Figure 1. Power grid (run 1).
Scale bar: 50 µm. Pins as bars on the die edge. Tap cells in grey.
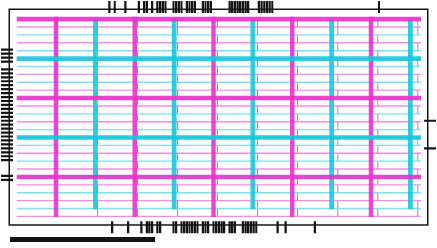
Figure 2. Cell classes on the final placement (run 1).
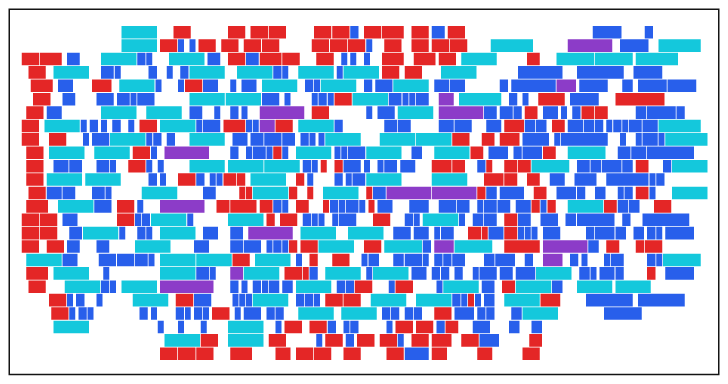
Figure 3. Clock wires, drivers and flops (run 1).
Scale bar: 50 µm.
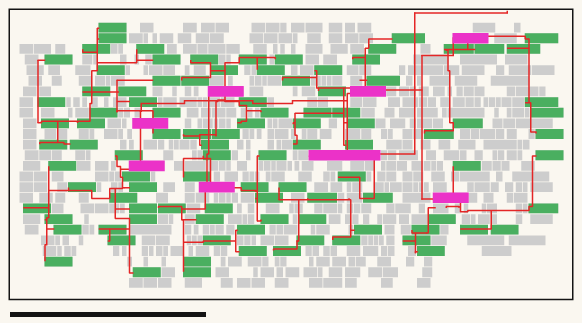
## src/rtl/mmcm_drp_ctrl.sv

```systemverilog
// MMCM dynamic reconfiguration controller: serialises DRP reads, masked
// read-modify-writes, and MMCM reset/lock sequencing behind a simple command port.
`timescale 1ns/1ps
module mmcm_drp_ctrl #(
  parameter int DRP_TIMEOUT  = 64,
  parameter int LOCK_TIMEOUT = 65535
) (
  input  logic        clk,
  input  logic        rst_n,
  input  logic        cmd_valid,
  output logic        cmd_ready,
  input  logic [1:0]  cmd_op,
  input  logic [6:0]  cmd_addr,
  input  logic [15:0] cmd_data,
  input  logic [15:0] cmd_mask,
  output logic        rsp_valid,
  output logic [15:0] rsp_data,
  output logic        rsp_err,
  output logic [6:0]  drp_daddr,
  output logic [15:0] drp_di,
  output logic        drp_den,
  output logic        drp_dwe,
  input  logic [15:0] drp_do,
  input  logic        drp_drdy,
  output logic        mmcm_rst,
  input  logic        mmcm_locked
);

  typedef enum logic [2:0] {IDLE, RD, RD_WAIT, WR, WR_WAIT, LOCK_WAIT, RESP} state_t;

  localparam logic [1:0]  OP_RD     = 2'b00;
  localparam logic [1:0]  OP_RMW    = 2'b01;
  localparam logic [1:0]  OP_RST    = 2'b10;
  localparam logic [15:0] DRP_LAST  = 16'(DRP_TIMEOUT - 1);
  localparam logic [15:0] LOCK_LAST = 16'(LOCK_TIMEOUT - 1);

  state_t      state_reg;
  logic [1:0]  op_reg;
  logic [15:0] data_reg;
  logic [15:0] mask_reg;
  logic [15:0] wait_cnt_reg;
  logic        lock_meta_reg;
  logic        lock_sync_reg;
  logic [15:0] merged;

  // Masked merge of the readback word with the command data, bit by bit.
  genvar gi;
  generate
    for (gi = 0; gi < 16; gi++) begin : g_merge
      assign merged[gi] = mask_reg[gi] ? data_reg[gi] : drp_do[gi];
    end
  endgenerate

  always_ff @(posedge clk) begin
    if (!rst_n) begin
      state_reg     <= IDLE;
      cmd_ready     <= 1'b0;
      op_reg        <= 2'b00;
      data_reg      <= 16'h0000;
      mask_reg      <= 16'h0000;
      wait_cnt_reg  <= 16'h0000;
      lock_meta_reg <= 1'b0;
      lock_sync_reg <= 1'b0;
      drp_daddr     <= 7'h00;
      drp_di        <= 16'h0000;
      drp_den       <= 1'b0;
      drp_dwe       <= 1'b0;
      rsp_valid     <= 1'b0;
      rsp_data      <= 16'h0000;
      rsp_err       <= 1'b0;
      mmcm_rst      <= 1'b0;
    end else begin
      lock_meta_reg <= mmcm_locked;
      lock_sync_reg <= lock_meta_reg;
      // Strobes are single-cycle pulses; states that need them re-assert them.
      drp_den   <= 1'b0;
      drp_dwe   <= 1'b0;
      rsp_valid <= 1'b0;

      case (state_reg)
        IDLE: begin
          cmd_ready <= 1'b1;
          if (cmd_valid && cmd_ready) begin
            cmd_ready <= 1'b0;
            op_reg    <= cmd_op;
            data_reg  <= cmd_data;
            mask_reg  <= cmd_mask;
            case (cmd_op)
              OP_RD, OP_RMW: begin
                state_reg <= RD;
                drp_den   <= 1'b1;
                drp_daddr <= cmd_addr;
              end
              OP_RST: begin
                mmcm_rst  <= 1'b1;
                state_reg <= RESP;
                rsp_valid <= 1'b1;
                rsp_data  <= 16'h0000;
                rsp_err   <= 1'b0;
              end
              default: begin
                mmcm_rst     <= 1'b0;
                wait_cnt_reg <= 16'h0000;
                state_reg    <= LOCK_WAIT;
              end
            endcase
          end
        end

        RD: begin
          state_reg    <= RD_WAIT;
          wait_cnt_reg <= 16'h0000;
        end

        RD_WAIT: begin
          if (drp_drdy) begin
            if (op_reg == OP_RMW) begin
              state_reg <= WR;
              drp_den   <= 1'b1;
              drp_dwe   <= 1'b1;
              drp_di    <= merged;
            end else begin
              state_reg <= RESP;
              rsp_valid <= 1'b1;
              rsp_data  <= drp_do;
              rsp_err   <= 1'b0;
            end
          end else if (wait_cnt_reg == DRP_LAST) begin
            // A failed readback never turns into a write.
            state_reg <= RESP;
            rsp_valid <= 1'b1;
            rsp_data  <= 16'h0000;
            rsp_err   <= 1'b1;
          end else begin
            wait_cnt_reg <= wait_cnt_reg + 16'd1;
          end
        end

        WR: begin
          state_reg    <= WR_WAIT;
          wait_cnt_reg <= 16'h0000;
        end

        WR_WAIT: begin
          if (drp_drdy) begin
            state_reg <= RESP;
            rsp_valid <= 1'b1;
            rsp_data  <= drp_di;
            rsp_err   <= 1'b0;
          end else if (wait_cnt_reg == DRP_LAST) begin
            state_reg <= RESP;
            rsp_valid <= 1'b1;
            rsp_data  <= 16'h0000;
            rsp_err   <= 1'b1;
          end else begin
            wait_cnt_reg <= wait_cnt_reg + 16'd1;
          end
        end

        LOCK_WAIT: begin
          if (lock_sync_reg) begin
            state_reg <= RESP;
            rsp_valid <= 1'b1;
            rsp_data  <= 16'h0001;
            rsp_err   <= 1'b0;
          end else if (wait_cnt_reg == LOCK_LAST) begin
            state_reg <= RESP;
            rsp_valid <= 1'b1;
            rsp_data  <= 16'h0000;
            rsp_err   <= 1'b1;
          end else begin
            wait_cnt_reg <= wait_cnt_reg + 16'd1;
          end
        end

        RESP: begin
          state_reg <= IDLE;
          cmd_ready <= 1'b1;
        end

        default: begin
          state_reg <= IDLE;
        end
      endcase
    end
  end

endmodule

```

## config.mk

```make
export PLATFORM = sky130hd
export DESIGN_NAME = mmcm_drp_ctrl
export DESIGN_NICKNAME = d
export VERILOG_FILES = /design/src/rtl/mmcm_drp_ctrl.sv
export SDC_FILE = /design/constraint.sdc
export NUM_CORES = 1
export LEC_CHECK = 0
export ABC_CLOCK_PERIOD_IN_PS = 1850
export CAP_MARGIN = 40
export CORE_ASPECT_RATIO = 0.5
export CORE_MARGIN = 2
export CORE_UTILIZATION = 45
export DETAILED_ROUTE_END_ITERATION = 7
export GPL_TIMING_DRIVEN = 0
export PLACE_DENSITY = 0.77
export SLEW_MARGIN = 20
export SYNTH_ARGS = -nofsm -noshare
export SYNTH_HDL_FRONTEND = slang
export SYNTH_SLANG_ARGS = --single-unit
```

## constraint.sdc

```tcl
create_clock -name clk -period 1.85 [get_ports clk]
set_input_delay 0.2775 -clock clk [delete_from_list [all_inputs] [get_ports clk]]
set_output_delay 0.2775 -clock clk [all_outputs]
set_load 0.05 [all_outputs]
```

==> impl_metrics.json, run 1 <==
{
  "mux_share_pct": 4.10,
  "violations": "setup timing",
  "area_growth_pct": 49.3,
  "overflow": 0,
  "async_reset_ff_share_pct": 0,
  "cts_tree": "done",
  "netlist_instances": 507,
  "detailed_place_hpwl_um": 9240,
  "max_freq_ghz": 0.482,
  "nFillCells": 759,
  "crit_arrival_ps": 2310,
  "antenna_cells": 0,
  "seq_area_um2": 2030,
  "ff_type": "dfxtp_1",
  "tightest_slew_ps": 581,
  "status": "finished with violations",
  "drv_slew": 0,
  "final_nets": 710,
  "ff_count": 100,
  "cap_violations": 0,
  "gp_congestion": 0.874,
  "fin_ws_ps": -225,
  "cts.sinks": 100,
  "simple_gate_share_pct": 18.9,
  "cp_data_required_time_ps": 2090,
  "buf_share_pct": 23.7,
  "grt_pass1_vias": 4239,
  "drt_wl_total_um": 13600,
  "use_met3_pct": 7.43,
  "clkLatencyLatePin_ps": 350,
  "wl_per_cell_um": 17.3,
  "setup_viol_count_final": 32,
  "io_buffers": 106,
  "xor_area_share_pct": 0,
  "top_logic_kind": "AND-OR/OR-AND gates",
  "drt_iter0_drc": 333,
  "cp-end-kind": "flip-flop",
  "yosysMostFrequentCell": "dfxtp_1",
  "hold_class": "input port to flip-flop",
  "fin_total_pwr_mw": 5.75
}
Back to the opening pictures, Figure 1:
magenta -> VSS
cyan -> VDD
signal pins = 107
met4 straps = 10
met1 rails = 26
rows = 25

Back to the opening pictures, Figure 2:
red -> other buffers and delay cells  # cells 169, share of their area 24%
purple -> clock drivers and dummy loads  # cells 16, share of their area 4.9%
cyan -> flip-flops  # cells 100, share of their area 32%
blue -> all other logic  # cells 366, share of their area 39%

Back to the opening pictures, Figure 3:
red -> clock wires  # length 1090 µm
magenta -> cells driving clock nets  # count 9
green -> flip-flops  # count 100
flops lie = spread over the die

run 1: worst max-delay path, cell delays in order (launching register included):
cell	delay, ps
dfxtp_4	360
ha_4	170
nor4b_4	130
and4b_2	240
a211o_1	300
or3_4	430
buf_8	160
o41ai_2	190
run 1: where the power goes:
part | internal, mW | switching [mW] | total (mW) | leakage, nW
clock | 1.08 | 0.883 | 1.97 | 0.152
sequential | 2.25 | 0.0762 | 2.33 | 0.818
combinational | 0.616 | 0.832 | 1.45 | 1.46
total | 3.96 | 1.79 | 5.75 | 2.43
run 1: per-stage QoR:
stage               worst slack (ps)  utilization, %  TNS, ps
floorplan                       -100               -     -789
CTS                             -202            67.4    -3950
finish                          -225            69.2    -5170
global route                    -251            69.2    -6620
detailed placement              -816            60.3   -49390
global placement                -751            60.3   -46260
Figure 4. Clock routing (run 1).
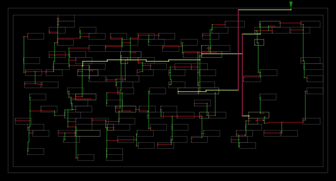

==> run 2: changes to the inputs <==
CELL_PAD_IN_SITES_DETAIL_PLACEMENT = 0   (was not set)
CELL_PAD_IN_SITES_GLOBAL_PLACEMENT = 1   (was not set)
CORE_UTILIZATION = 33   (was 45)
PLACE_DENSITY = not set   (was 0.77)
PLACE_DENSITY_LB_ADDON = 0.1   (was not set)
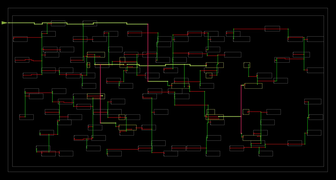
Figure 5: run 2, clock routing.
clk_skew: 12.4 ps
Clock Power: 1.85 mW
worst-skew pair later-pin latency: 350 ps
clock sinks: 100

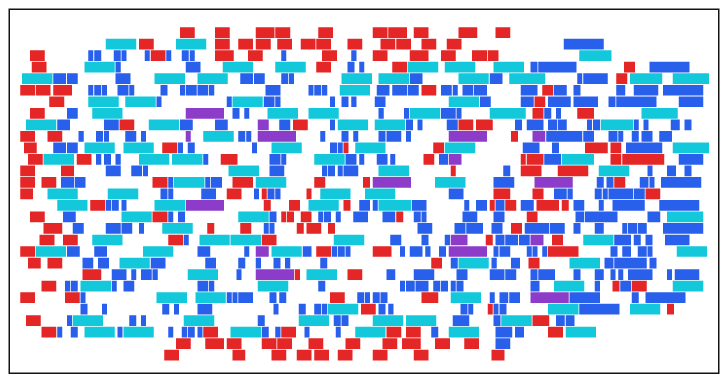
Figure 6: run 2, cell classes on the final placement.
cyan -> flip-flops  # cells 100, share of their area 32%
red -> other buffers and delay cells  # cells 164, share of their area 24%
blue -> all other logic  # cells 366, share of their area 40%
purple -> clock drivers and dummy loads  # cells 16, share of their area 4.4%

==> impl_metrics.json, run 2 <==
{
  "setup_viol_count_final": 32,
  "gp_congestion": 0.796,
  "ff_type": "dfxtp_1",
  "violations": "setup timing",
  "io_buffers": 106,
  "cap_violations": 0,
  "finalSetupTns_ps": -4580,
  "path_depth": 8,
  "antenna_cells": 0,
  "crit_arrival_ps": 2330,
  "final_nets": 705,
  "drt_wl_total_um": 14900,
  "mux_share_pct": 4.10,
  "dp_slack_ps": -912,
  "status": "finished with violations",
  "hold_class": "flip-flop to flip-flop",
  "fin_total_pwr_mw": 5.70,
  "max_freq_ghz": 0.488,
  "async_reset_ff_share_pct": 0,
  "wl_per_cell_um": 18.3,
  "crit_chain": "ha_4 -> nor4b_4 -> and4b_2 -> a211o_1 -> or3_4 -> buf_4 -> buf_16 -> o21ai_2",
  "final_core_util_pct": 51.6,
  "yosysMostFrequentCell": "dfxtp_1",
  "top_logic_kind": "AND-OR/OR-AND gates",
  "simple_gate_share_pct": 18.9,
  "fin_ws_ps": -201,
  "netlist_instances": 507,
  "overflow": 0
}
run 2: cell counts after synthesis:
Identical to the previous run, type by type.
run 2: final cells by class:
cell class	instances	area [µm²]	share of cell area, %
well taps	170	213	3.21
clock inverters	6	53.8	0.812
multi-input cells	359	2520	38.1
plain buffers	39	290	4.38
flip-flops and latches	100	2030	30.7
inverters	7	26.3	0.397
clock buffers	10	229	3.46
repair buffers	125	1260	19.0
run 2: where the power goes:
group,internal (mW),leakage [nW],switching [mW]
clock network,0.939,0.136,0.910
logic,0.632,1.48,0.889
registers,2.25,0.817,0.0728
total,3.82,2.43,1.87
run 2: per-layer routing:
layer	track usage [%]	vias to the layer above	wire length, µm
li1	-	2132	-
met1	27.9	2088	7140
met2	34.9	107	6860
met3	6.09	8	845
met4	3.95	0	85
met5	0	-	0
No activity file was given, so power comes from the tool's default toggle rates.
